File: config.mk
export PLATFORM = sky130hd
export DESIGN_NAME = mult_div_unit_flat
export DESIGN_NICKNAME = d
export VERILOG_FILES = /design/src/rtl/mult_div_unit_if.sv /design/src/rtl/mult_div_unit.sv /design/src/flat_wrapper.sv
export SDC_FILE = /design/constraint.sdc
export NUM_CORES = 1
export LEC_CHECK = 0
export CORE_MARGIN = 4
export CORE_UTILIZATION = 40
export CTS_CLUSTER_DIAMETER = 120
export DETAILED_ROUTE_END_ITERATION = 16
export MAX_ROUTING_LAYER = met4
export PLACE_DENSITY = 0.57
export SLEW_MARGIN = 10
export SYNTH_ARGS = -nofsm -noshare
export SYNTH_HDL_FRONTEND = slang
export SYNTH_SLANG_ARGS = --single-unit
File: constraint.sdc
create_clock -name clk -period 4.4 [get_ports clk]
set_input_delay 0.88 -clock clk [delete_from_list [all_inputs] [get_ports clk]]
set_output_delay 0.88 -clock clk [all_outputs]
set_load 0.05 [all_outputs]
File: src/rtl/mult_div_unit_if.sv
// Request/response bundle between the pipeline and the HI/LO multiply/divide unit.
interface mult_div_unit_if #(
    parameter int WIDTH = 32
);
    logic             start_i;
    logic [2:0]       op_i;
    logic [WIDTH-1:0] a_i;
    logic [WIDTH-1:0] b_i;
    logic             busy_o;
    logic             stall_o;
    logic             done_o;
    logic [WIDTH-1:0] rdata_o;
    logic [WIDTH-1:0] hi_o;
    logic [WIDTH-1:0] lo_o;

    modport master (
        output start_i, op_i, a_i, b_i,
        input  busy_o, stall_o, done_o, rdata_o, hi_o, lo_o
    );

    modport slave (
        input  start_i, op_i, a_i, b_i,
        output busy_o, stall_o, done_o, rdata_o, hi_o, lo_o
    );
endinterface

File: src/rtl/mult_div_unit.sv
// Iterative shift-add multiplier / restoring divider owning the HI/LO registers.
// Signed ops run on magnitudes; signs are re-applied in a single FIX cycle.
module mult_div_unit #(
    parameter int WIDTH = 32
) (
    input logic            clk,
    input logic            reset_n,
    mult_div_unit_if.slave bus
);
    localparam int CW = $clog2(WIDTH);

    typedef enum logic [1:0] {S_IDLE, S_RUN, S_FIX} state_t;

    state_t               r_state;
    logic [CW-1:0]        r_cnt;
    logic [WIDTH-1:0]     r_hi;
    logic [WIDTH-1:0]     r_lo;
    logic [WIDTH-1:0]     r_rdata;
    logic [WIDTH-1:0]     r_opd;
    logic [WIDTH-1:0]     r_a_raw;
    logic [2*WIDTH-1:0]   r_acc;
    logic                 r_done;
    logic                 r_div;
    logic                 r_neg_q;
    logic                 r_neg_r;
    logic                 r_dz;

    logic                 w_signed;
    logic                 w_a_neg;
    logic                 w_b_neg;
    logic [WIDTH-1:0]     w_a_mag;
    logic [WIDTH-1:0]     w_b_mag;
    logic [WIDTH:0]       w_sum;
    logic [WIDTH+1:0]     w_diff;
    logic [2*WIDTH-1:0]   w_mul_next;
    logic [2*WIDTH-1:0]   w_div_next;
    logic [2*WIDTH-1:0]   w_prod_fix;
    logic [WIDTH-1:0]     w_q_fix;
    logic [WIDTH-1:0]     w_r_fix;

    assign w_signed = bus.op_i[1];
    assign w_a_neg  = w_signed && bus.a_i[WIDTH-1];
    assign w_b_neg  = w_signed && bus.b_i[WIDTH-1];
    assign w_a_mag  = w_a_neg ? -bus.a_i : bus.a_i;
    assign w_b_mag  = w_b_neg ? -bus.b_i : bus.b_i;

    // Multiply: acc = {partial, multiplier}, add multiplicand when LSB set.
    assign w_sum      = {1'b0, r_acc[2*WIDTH-1:WIDTH]}
                      + (r_acc[0] ? {1'b0, r_opd} : '0);
    assign w_mul_next = {w_sum, r_acc[WIDTH-1:1]};

    // Divide: acc = {remainder, dividend/quotient}, trial-subtract shifted rem.
    assign w_diff     = {1'b0, r_acc[2*WIDTH-1:WIDTH-1]} - {2'b00, r_opd};
    assign w_div_next = w_diff[WIDTH+1]
                      ? {r_acc[2*WIDTH-2:0], 1'b0}
                      : {w_diff[WIDTH-1:0], r_acc[WIDTH-2:0], 1'b1};

    assign w_prod_fix = r_neg_q ? -r_acc : r_acc;
    assign w_q_fix    = r_neg_q ? -r_acc[WIDTH-1:0] : r_acc[WIDTH-1:0];
    assign w_r_fix    = r_neg_r ? -r_acc[2*WIDTH-1:WIDTH]
                                : r_acc[2*WIDTH-1:WIDTH];

    always_ff @(posedge clk or negedge reset_n) begin
        if (!reset_n) begin
            r_state <= S_IDLE;
            r_cnt   <= '0;
            r_hi    <= '0;
            r_lo    <= '0;
            r_rdata <= '0;
            r_opd   <= '0;
            r_a_raw <= '0;
            r_acc   <= '0;
            r_done  <= 1'b0;
            r_div   <= 1'b0;
            r_neg_q <= 1'b0;
            r_neg_r <= 1'b0;
            r_dz    <= 1'b0;
        end else begin
            r_done <= 1'b0;
            unique case (r_state)
                S_IDLE: begin
                    if (bus.start_i && !bus.op_i[2]) begin
                        r_state <= S_RUN;
                        r_cnt   <= CW'(WIDTH - 1);
                        r_div   <= !bus.op_i[0];
                        r_a_raw <= bus.a_i;
                        r_dz    <= !bus.op_i[0] && (bus.b_i == '0);
                        r_neg_q <= w_a_neg ^ w_b_neg;
                        r_neg_r <= w_a_neg;
                        if (bus.op_i[0]) begin
                            r_opd <= w_a_mag;
                            r_acc <= {{WIDTH{1'b0}}, w_b_mag};
                        end else begin
                            r_opd <= w_b_mag;
                            r_acc <= {{WIDTH{1'b0}}, w_a_mag};
                        end
                    end else if (bus.start_i) begin
                        unique case (bus.op_i[1:0])
                            2'b00: r_hi    <= bus.a_i;
                            2'b01: r_lo    <= bus.a_i;
                            2'b10: r_rdata <= r_hi;
                            2'b11: r_rdata <= r_lo;
                        endcase
                    end
                end
                S_RUN: begin
                    r_acc <= r_div ? w_div_next : w_mul_next;
                    if (r_cnt == '0) r_state <= S_FIX;
                    else             r_cnt   <= r_cnt - CW'(1);
                end
                S_FIX: begin
                    r_state <= S_IDLE;
                    r_done  <= 1'b1;
                    if (r_dz) begin
                        r_hi <= r_a_raw;
                        r_lo <= '1;
                    end else if (r_div) begin
                        r_hi <= w_r_fix;
                        r_lo <= w_q_fix;
                    end else begin
                        {r_hi, r_lo} <= w_prod_fix;
                    end
                end
                default: r_state <= S_IDLE;
            endcase
        end
    end

    assign bus.busy_o  = (r_state != S_IDLE);
    assign bus.stall_o = bus.start_i && bus.busy_o;
    assign bus.done_o  = r_done;
    assign bus.rdata_o = r_rdata;
    assign bus.hi_o    = r_hi;
    assign bus.lo_o    = r_lo;
endmodule

File: src/flat_wrapper.sv
// flat-port wrapper written by rule: the top's interface ports become plain ports
module mult_div_unit_flat 
#(
    parameter int WIDTH = 32
)
  (clk, reset_n, bus_start_i, bus_op_i, bus_a_i, bus_b_i, bus_busy_o, bus_stall_o, bus_done_o, bus_rdata_o, bus_hi_o, bus_lo_o);
  mult_div_unit_if #(.WIDTH(WIDTH)) bus_i ();
  input logic clk;
  input logic reset_n;
  input wire logic [$bits(bus_i.start_i)-1:0] bus_start_i;
  input wire logic [$bits(bus_i.op_i)-1:0] bus_op_i;
  input wire logic [$bits(bus_i.a_i)-1:0] bus_a_i;
  input wire logic [$bits(bus_i.b_i)-1:0] bus_b_i;
  output wire logic [$bits(bus_i.busy_o)-1:0] bus_busy_o;
  output wire logic [$bits(bus_i.stall_o)-1:0] bus_stall_o;
  output wire logic [$bits(bus_i.done_o)-1:0] bus_done_o;
  output wire logic [$bits(bus_i.rdata_o)-1:0] bus_rdata_o;
  output wire logic [$bits(bus_i.hi_o)-1:0] bus_hi_o;
  output wire logic [$bits(bus_i.lo_o)-1:0] bus_lo_o;
  assign bus_i.start_i = bus_start_i;
  assign bus_i.op_i = bus_op_i;
  assign bus_i.a_i = bus_a_i;
  assign bus_i.b_i = bus_b_i;
  assign bus_busy_o = bus_i.busy_o;
  assign bus_stall_o = bus_i.stall_o;
  assign bus_done_o = bus_i.done_o;
  assign bus_rdata_o = bus_i.rdata_o;
  assign bus_hi_o = bus_i.hi_o;
  assign bus_lo_o = bus_i.lo_o;
  mult_div_unit #(.WIDTH(WIDTH)) u_core (.clk(clk), .reset_n(reset_n), .bus(bus_i));
endmodule
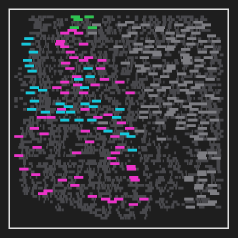
*Sequential cells coloured by netlist name, run 1*
Drawn at 1 px/um. Other sequential cells in the stronger grey, the rest of the logic in the fainter grey.
[green] u_core.r_cnt | placed flops: 5
[magenta] u_core.r_acc | placed flops: 64
[cyan] u_core.r_opd | placed flops: 32
not coloured: 135

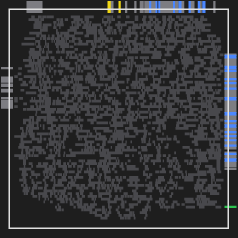
*Pin placement, run 1*
Drawn at 1 px/um. Pins as bars across the die edge, other pins in grey.
[blue] bus_rdata_o | pins: 32 | direction: output | edge: 22 right, 10 top
[yellow] bus_op_i | pins: 3 | direction: input | edge: top
[green] reset_n | pins: 1 | direction: input | edge: right

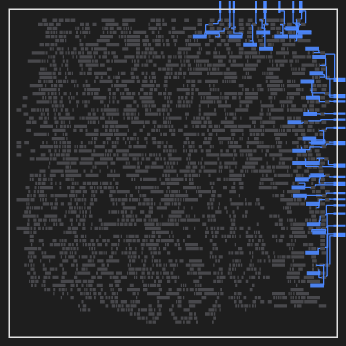
*Port wiring, run 1*
Drawn at 1.5 px/um.
[blue] bus_rdata_o | bits: 32 | direction: output | end cells: 32 | buffers: 32 | wire: 771 um

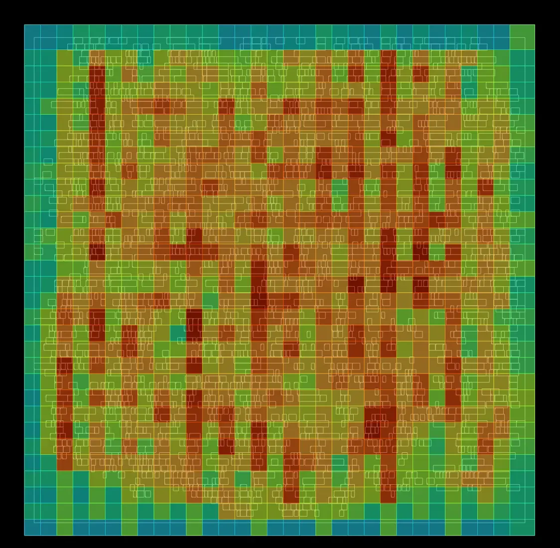
*Track usage over the die, run 1*
share of the core filled with cells: 48.7%
M3 GR Usage: 4.15%
overall global routing resource usage: 29.2%
met2 usage: 43.3%
grt met1 use: 41.3%

==> out/writeup.txt, run 1 <==
In this run, the synthesized area fraction spent on adder and majority cells is recorded as 5.21%. The non-clock buffer contribution to total cell area works out to 10.7%. Entering global routing, the biggest net connects 92 pins. For this run the aggregate overflow at the end of global routing stands at 0. The slew check shows that the tightest pin keeps a relative margin of 23.4%. According to the cell report, flip-flops and latches in the layout number 236.

The share of flip-flops with an asynchronous set or reset after synthesis was 100%; the final tally of hold violations was 0. At the worst endpoint, the required time is 4.91 ns. Register with the highest flop count: u_core.r_acc. For this run, the detailed router reports a per-instance via density of 5.95. The clock transition at the registers of the reported paths was 0.07 ns; the cell area after technology mapping was 17600 um2. In the layout the commonest cells are sky130_fd_sc_hd__nand2_1 (334), sky130_fd_sc_hd__dfrtp_1 (235), sky130_fd_sc_hd__o21ai_0 (212), sky130_fd_sc_hd__nor2_1 (174), sky130_fd_sc_hd__clkdlybuf4s50_1 (166). With the number of design rule violations left after detail routing at 0, the met2 wire length is 30000 um. For the tally of yosys warning messages, the log shows 0. Per STA, the worst path accumulates the most delay in the family AND-OR/OR-AND gates. The static leakage power was 8.96 nW. The run gives 5260 um as the met3 routed wirelength. With the wire length on met1 at 31400 um, the simple logic cell fraction of the synthesized area is 18.6%. The worst setup path is captured at a flop.

The tools report the maximum buffer depth of the clock tree as 3. Multi-input combinational cells in the finished layout were counted as 1740. The synthesized netlist has a Yosys-reported chip area of 17600 um2. The floorplan net count was 2328. By area the synthesized netlist is led by sky130_fd_sc_hd__dfrtp_1 (34%), sky130_fd_sc_hd__nand2_1 (7.2%), sky130_fd_sc_hd__o21ai_0 (6.0%), sky130_fd_sc_hd__ha_1 (5.0%), sky130_fd_sc_hd__mux2i_1 (4.8%). The first routing iteration left 1635 violations. The tools report the I/O pin count as 169. Area share of the largest cell type after synthesis: 33.6%. The time the worst path needs with I/O delays and setup was 3.93 ns.

The count of plain and timing-repair buffers in the layout was 236. The report lists the number of standard-cell rows as 76. In the final layout, the fill cell count is 4284. The run gives 5910 um2 as the sequential standard cell area. The commonest cells after synthesis are sky130_fd_sc_hd__nand2_1 (335), sky130_fd_sc_hd__dfrtp_1 (236), sky130_fd_sc_hd__o21ai_0 (212), sky130_fd_sc_hd__nor2_1 (178), sky130_fd_sc_hd__a21oi_1 (143). Number of slew-limit violations in the final report: 0. Per the post-synthesis stats, the area per cell is 8.04 um2. The run finished with clean final reports. Detailed placement ended at an HPWL of 53100 um. After technology mapping, the gate count stands at 2186. For the number of resized instances in the post-cts repair step, the log shows 0. The critical-path maximum fanout was 19; the count of antenna diodes in the layout was 1. In this build the clock could be raised as far as 255 MHz. Per the OpenROAD floorplan log, the width of the die is 218 um. The maximum level of the CTS H-tree came out at 1. The library cell used most frequently in the layout, excluding fill and tap cells, is sky130_fd_sc_hd__nand2_1. The number of clock sinks came to 236.
[run 1: per-stage QoR]
| step | cell area, um2 | utilization [%] | total power [mW] |
|---|---|---|---|
| after global routing | 21100 | 48.7 | 19.7 |
| after global placement | 20100 | 46.4 | 15.6 |
| after detailed placement | 20100 | 46.4 | 15.7 |
| after floorplan | 17600 | - | 11.8 |
| final | 21100 | 48.7 | 18.4 |
| after CTS | 21100 | 48.7 | 18.4 |
[run 1: power by group]
group / internal (mW) / switching (mW) / leakage [nW]
sequential: 3.12 / 1.19 / 2.92
combinational: 4.34 / 7.18 / 5.55
clock: 1.58 / 1.04 / 0.502
total: 9.04 / 9.41 / 8.96
[run 1: worst paths after layout]
kind,start,to,slack [ns],cells past startpoint
min in group clk,u_core.r_a_raw[24],u_core.r_a_raw[24],0.47,2
min reg2reg,u_core.r_a_raw[24],u_core.r_a_raw[24],0.47,2
min,reset_n,u_core.r_a_raw[31],0.30,1
max reg2reg,u_core.r_opd[10],u_core.r_acc[34],0.47,12
max,u_core.r_opd[10],u_core.r_acc[34],0.47,12
max in group asynchronous,reset_n,u_core.r_cnt[2],3.17,2
[run 1: cells by family after synthesis]
group,after synthesis
multiplexers,87
buffers and inverters,210
AND-OR/OR-AND,678
adder cells (fa/ha/maj),72
XOR/XNOR,170
AND/OR/NAND/NOR,733
flip-flops,236
[run 1: per-layer routing]
| layer | track usage [%] | vias up |
|---|---|---|
| met1 | 41.3 | 8438 |
| met2 | 43.3 | 676 |
| met3 | 4.15 | 95 |
| met4 | 9.31 | 0 |
| met5 | - | - |
| li1 | - | 8138 |
### Routed metal, one colour a layer, run 1

Drawn at 1.5 px/um.
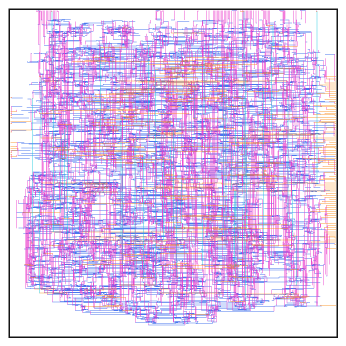

## Run 2: what changed since run 1
MAX_ROUTING_LAYER = not set   (was met4)
clock period = 4.65 ns   (was 4.4 ns; I/O delays follow)
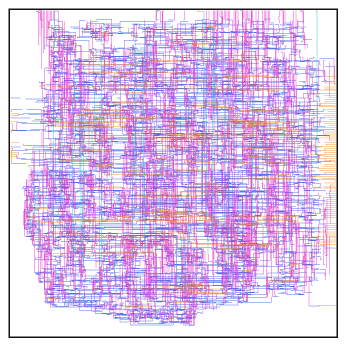
*Routed metal, one colour a layer, run 2*
Drawn at 1.5 px/um.
[magenta] metal 2 | wire length: 29.9 mm
[cyan] metal 4 | wire length: 2590 um
[orange] metal 3 | wire length: 5150 um
[blue] metal 1 | wire length: 30.7 mm

==> run 2 against run 1 <==
Cell area fell by 0.67%. Global-route usage fell by 1.5 points. Combinational power fell by 7%.
==> out/writeup.txt, run 2 <==
The run gives 10 for the critical-path maximum fanout. The wire-length estimate of the detail-placed layout is 52300 um. The most common logic cells in the final layout are sky130_fd_sc_hd__nand2_1 (334), sky130_fd_sc_hd__dfrtp_1 (235), sky130_fd_sc_hd__o21ai_0 (212), sky130_fd_sc_hd__nor2_1 (174), sky130_fd_sc_hd__clkdlybuf4s50_1 (166). Summed over all layers, the global routing overflow is 0. In the routed layout, each cell is associated on average with a via count of 6.03. The worst path needs 3.82 ns of the cycle, external delays included. In the synthesized netlist the dominant register cell turns out to be sky130_fd_sc_hd__dfrtp_1. The floorplan step set the die width to 218 um. Grouping stages by cell kind, the critical path spends the most delay in AND-OR/OR-AND gates.

The tools report the number of core rows as 76. The static leakage power was 8.88 nW; the maximum number of pins on one net before global-route repair was 107. The arrival time of data at the critical path endpoint was 4.29 ns.

The synthesis report gives the async set-or-reset register share as 100%. The final hold violation count recorded for this run is 0. The number of nets in the synthesized netlist is 2328.

The tools report the beginning of the critical path as u_core.r_acc[0]. The cell area after technology mapping came out at 17600 um2. The worst setup path is captured at a flop. The timing-limited maximum frequency came out at 262 MHz. The register with the most flip-flops in the final layout is u_core.r_acc.

Each instance of the synthesized netlist takes up on average 8.04 um2. Violation tally from detailed-route iteration zero: 1740. The leading cell type in the layout, fill and taps excluded is sky130_fd_sc_hd__nand2_1. For reference, the final report shows the max-slew violation count at 0.

The area share of the largest cell type after synthesis is 33.6%. Global routing consumed, over all layers together, 27.6% of the routing resources. For the worst setup path, the data required time is 5.12 ns.

The run gives 169 as the I/O pin count. The clock transition at the registers of the reported paths came out at 0.06 ns. The headroom to the max-slew limit was 25.1%. The clock network latency to the later pin of the worst-skew pair is 0.59 ns.

The clock passes through at most 3 buffers. CTS saw 236 sinks. Looking at the reg2reg group, the worst path starts from u_core.r_acc[0].

By count the netlist is led by sky130_fd_sc_hd__nand2_1 (335), sky130_fd_sc_hd__dfrtp_1 (236), sky130_fd_sc_hd__o21ai_0 (212), sky130_fd_sc_hd__nor2_1 (178), sky130_fd_sc_hd__a21oi_1 (143). For this run, design rule violations remaining after detail routing come to 0. With the tally of yosys warning messages at 0, the stage-log warning count is 29. The main area contributors are sky130_fd_sc_hd__dfrtp_1 (34%), sky130_fd_sc_hd__nand2_1 (7.2%), sky130_fd_sc_hd__o21ai_0 (6.0%), sky130_fd_sc_hd__ha_1 (5.0%), sky130_fd_sc_hd__mux2i_1 (4.8%). The cell count after synthesis came out at 2186. The flow ran to the end, and the final reports show no timing, DRC or antenna violations. For the worst IR drop on VDD, the log shows 0.373 mV. The post-synth area from yosys stat was 17600 um2; the number of resized instances in the post-cts repair step was 0.
[run 2: cell counts after synthesis]
No cell type changed its count.
[run 2: cell families after synthesis]
logic type      Yosys count  share of synthesized area (%)
compound gates          678                           24.6
xor+xnor                170                           8.47
simple gates            733                           18.6
buf+inv                 210                           4.51
fa+ha+maj                72                           5.21
flops                   236                           33.6
mux                      87                           4.97
[run 2: metal layers]
metal  part of all wire, %  wire (um)  GRT usage [%]
met5                     0          0              0
met4                   3.8       2590           9.43
met3                   7.5       5150           3.82
met2                    44      29900           42.5
met1                    45      30700           40.0
[run 2: worst paths after layout]
kind,to,slack (ns),cells past startpoint
max,u_core.r_acc[60],0.83,13
min,u_core.bus.hi_o[30],0.41,1
max reg2reg,u_core.r_acc[60],0.83,13
min reg2reg,u_core.r_a_raw[24],0.47,2
max in group asynchronous,u_core.r_a_raw[24],3.33,2
min in group clk,u_core.r_a_raw[24],0.47,2
[run 2: through the flow]
step / hold slack (ns) / power, mW / util, % / cell area, um2
global route: 0.484 / 18.3 / 48.4 / 20900
CTS: 0.443 / 17.1 / 48.4 / 20900
finish: 0.414 / 17.2 / 48.4 / 20900
floorplan: 0.437 / 11.1 / - / 17600
detailed placement: 0.455 / 14.6 / 46.1 / 19900
global placement: 0.450 / 14.5 / 46.1 / 19900
[run 2: layout make-up]
class                      instances  area [um2]
timing repair buffer             223        2120
clock inverter                     9         163
sequential                       236        5910
clock buffer                      41         851
multi-input combinational       1740       10900
tap                              585         732
fill                            4261       22300
antenna                            1        2.50
inverter                          64         240
[run 2: where the power goes]
part           total (mW)  internal, mW  switching (mW)
logic                10.7          4.02            6.66
clock network        2.44          1.49           0.955
registers            4.09          2.95            1.14
### Sequential cells coloured by netlist name, run 2

Drawn at 1 px/um. Other sequential cells in the stronger grey, the rest of the logic in the fainter grey.
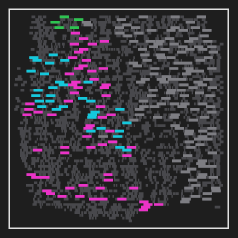

## Run 3: what changed since run 2
PLACE_DENSITY = 0.59   (was 0.57)
clock period = 3.16 ns   (was 4.65 ns; I/O delays follow)
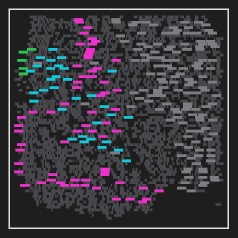
*Sequential cells coloured by netlist name, run 3*
Drawn at 1 px/um. Other sequential cells in the stronger grey, the rest of the logic in the fainter grey.
[cyan] u_core.r_opd | placed flops: 32
[magenta] u_core.r_acc | placed flops: 64
[green] u_core.r_cnt | placed flops: 5 | where: upper left

==> run 3 against run 2 <==
The flow now finishes with violations (negative setup slack). Largest cell class unchanged. Fmax rose by 15%. Cell area rose by 14%. Clock-buffer cell count fell by 4. Highest routed layer unchanged. First-iteration DRC count rose by 15%.
==> out/writeup.txt, run 3 <==
The horizontal die size works out to 218 um. In this run the top signal layer used is met4. With the first-pass iteration count of the detailed router at 9, the final non-filler cell area is 23900 um2. With the vertical extent of the die at 218 um, the cell area after technology mapping is 17600 um2. For the worst endpoint required time, the log shows 3.60 ns.

The highest clock rate this design can be run at is 302 MHz. The register with the highest flop count is u_core.r_acc. Setup violations remaining at the end of the flow were counted as 14.

The headroom to the max-slew limit was 23.2%; the tally of yosys warning messages was 0. The area taken by sequential standard cells is reported as 5910 um2. Cells fill 55.3% of the core in the end. The total power draw is 28.9 mW.

The number of slew-limit violations in the final report is 0, and the time the worst path needs with I/O delays and setup is 3.31 ns. With the routability congestion estimate from global placement at 1.00, the maximum buffer depth of the clock tree is 3. Setup repair after global routing could not meet its margin everywhere. The wire length reported by the detailed router is 72200 um, and the vias per cell is 5.89. The critical-path maximum fanout came out at 6.

With the clock transition at the registers of the reported paths at 0.07 ns, the all-layer global routing usage is 29.0%. Following the worst setup path forward leads to its endpoint at u_core.bus.hi_o[12]. The routed design uses 32100 um of met2 wire.

Leading cell type in the layout, fill and taps excluded: sky130_fd_sc_hd__nand2_1. The library cell occupying the most area in the post-synthesis netlist is sky130_fd_sc_hd__dfrtp_1. In this run the count of I/O pins placed on the die edge is 169.

Clock tree synthesis found a total of 236 sinks. VDD sags by at most 0.624 mV. According to the timing report, the arrival time at the worst endpoint equals 3.75 ns. Stage-log warning count: 29. Ranked by instance count, the synthesized netlist is headed by sky130_fd_sc_hd__nand2_1 (335), sky130_fd_sc_hd__dfrtp_1 (236), sky130_fd_sc_hd__o21ai_0 (212), sky130_fd_sc_hd__nor2_1 (178), sky130_fd_sc_hd__a21oi_1 (143).

Summing all multi-input logic gate instances after layout gives 11500 um2. The destination of the worst register-to-register timing path is u_core.bus.hi_o[12]. Per STA, the worst path accumulates the most delay in the family simple AND/OR/NAND/NOR gates. With the number of buffers inserted during clock tree synthesis at 29, the number of fill cells in the layout is 4028. Post-synth area from yosys stat: 17600 um2.

For this run, asynchronously set or reset flops after synthesis account for 100%. The number of stages on the worst setup path was 10. met2 is the most crowded layer.

The worst setup path is captured at a flop. The most common logic cells in the final layout are sky130_fd_sc_hd__nand2_1 (327), sky130_fd_sc_hd__buf_4 (315), sky130_fd_sc_hd__dfrtp_1 (234), sky130_fd_sc_hd__o21ai_0 (178). The clock tree root buffer cell was sky130_fd_sc_hd__clkbuf_16.

The tools report the met2 capacity usage during global routing as 44.9%. The leading register cell type out of synthesis is sky130_fd_sc_hd__dfrtp_1. The tools report the chip area as 47400 um2. Counting flops and latches in the post-synthesis netlist gives 236. The final reports fail on negative setup slack. In this run the biggest area consumer among cell types represents 33.6% of the synthesized area. For the final database, setup skew stands at 0.0278 ns. The finished layout holds 3195 standard cells, fillers aside. The count of nets left with antenna violations once routing finished came out at 0.

Detailed placement finished with a half-perimeter wire length of 55700 um. The run finished, with violations left. Per the final layout report, the fraction of cells sized above drive strength 1 comes to 20.4%. The leakage component of the power was reported as 10.5 nW. The register area share after synthesis was 33.6%. The number of nets handed over by synthesis was 2328. The met3 routed wirelength was 6050 um; the standard cell area after detailed placement was 22100 um2. After detailed routing, the wire length on met1 is 31800 um.

Worst setup margin: -0.154 ns. Yosys stat counts 2186 cells in the synthesized netlist. The average instance area after synthesis was 8.04 um2; the maximum number of pins on one net before global-route repair was 74. With the violation tally from detailed-route iteration zero at 2008, the logic depth of the worst register-to-register path is 10. The tightest hold margin came out at 0.0213 ns. The maximum level of the CTS H-tree is 1, and the clock network latency to the later pin of the worst-skew pair is 0.60 ns.

Global routing finished with a remaining overflow of 0. The tools report the startpoint of the worst-slack reg-to-reg timing path as u_core.r_acc[19]. The synthesized netlist handed to floorplanning was reported with a cell count of 2186.

The routing usage on met3 is 5.14%, and the flip-flop count of the largest register after layout is 64. The critical path starts at u_core.r_acc[19]. The run gives 42.0% for the routing usage on met1.

Ranked by total cell area, the synthesized netlist is headed by sky130_fd_sc_hd__dfrtp_1 (34%), sky130_fd_sc_hd__nand2_1 (7.2%), sky130_fd_sc_hd__o21ai_0 (6.0%), sky130_fd_sc_hd__ha_1 (5.0%), sky130_fd_sc_hd__mux2i_1 (4.8%). The routed layout reports a DRC error count of 0. In this run the critical path is formed by or4_1, or4_4, or3_4, or4_4, nand2_4, buf_6, a31oi_1, xnor2_1, buf_4, o21ai_0. The run gives -0.15 ns for the worst-case register-to-register setup slack. The run gives 76 for the number of core rows. For this design, the CTS-stage hold fixing added 0 buffers. Per the final timing report, the hold violations number 0. Dividing the final minimum period by the clock period gives 105%.
-- run 3: kinds of logic (layout without fill, tap and decap cells) --
family | count (synthesis) | after routing | synth area share, %
xor gates and xnor gates | 170 | 170 | 8.47
other | 0 | 1 | 0
muxes | 87 | 87 | 4.97
adders and majority gates | 72 | 72 | 5.21
buffers and inverters | 210 | 633 | 4.51
AOI/OAI and AO/OA | 678 | 678 | 24.6
and+or+nand+nor | 733 | 733 | 18.6
DFF | 236 | 236 | 33.6
-- run 3: cell type report --
| class | instances | share of cell area [%] |
|---|---|---|
| antenna | 1 | 0.0105 |
| timing repair buffer | 515 | 19.0 |
| sequential | 236 | 24.7 |
| clock inverter | 17 | 0.785 |
| multi-input combinational | 1740 | 48.0 |
| tap | 585 | 3.06 |
| inverter | 64 | 1.04 |
| clock buffer | 37 | 3.37 |
-- run 3: worst min-delay path by stage --
| stage | startpoint | to | slack [ns] | cells after the start |
|---|---|---|---|---|
| after global routing | reset_n | u_core.bus.rdata_o[29] | 0.06 | 1 |
| after floorplan | reset_n | u_core.bus.done_o | 0.34 | 0 |
| after detailed placement | u_core.r_a_raw[3] | u_core.r_a_raw[3] | 0.46 | 2 |
| final | reset_n | u_core.bus.lo_o[0] | 0.02 | 1 |
| after global placement | u_core.r_a_raw[3] | u_core.r_a_raw[3] | 0.45 | 2 |
| after CTS | reset_n | u_core.bus.lo_o[0] | 0.04 | 1 |
-- run 3: timing repair --
action | 4_1_cts | 5_1_grt
endpoints found under the setup margin | 36 | 65
pin swaps | 30 | 74
gates cloned | 0 | 3
setup buffers | 5 | 19
endpoints found under the hold margin | 0 | 0
gates resized | 54 | 121
-- run 3: power by group --
group          total [mW]  internal [mW]  switching (mW)
logic                19.9           8.38            11.5
clock network        3.52           2.06            1.46
registers            5.50           4.36            1.15
total                28.9           14.8            14.1
Power and IR drop assume default switching activity.
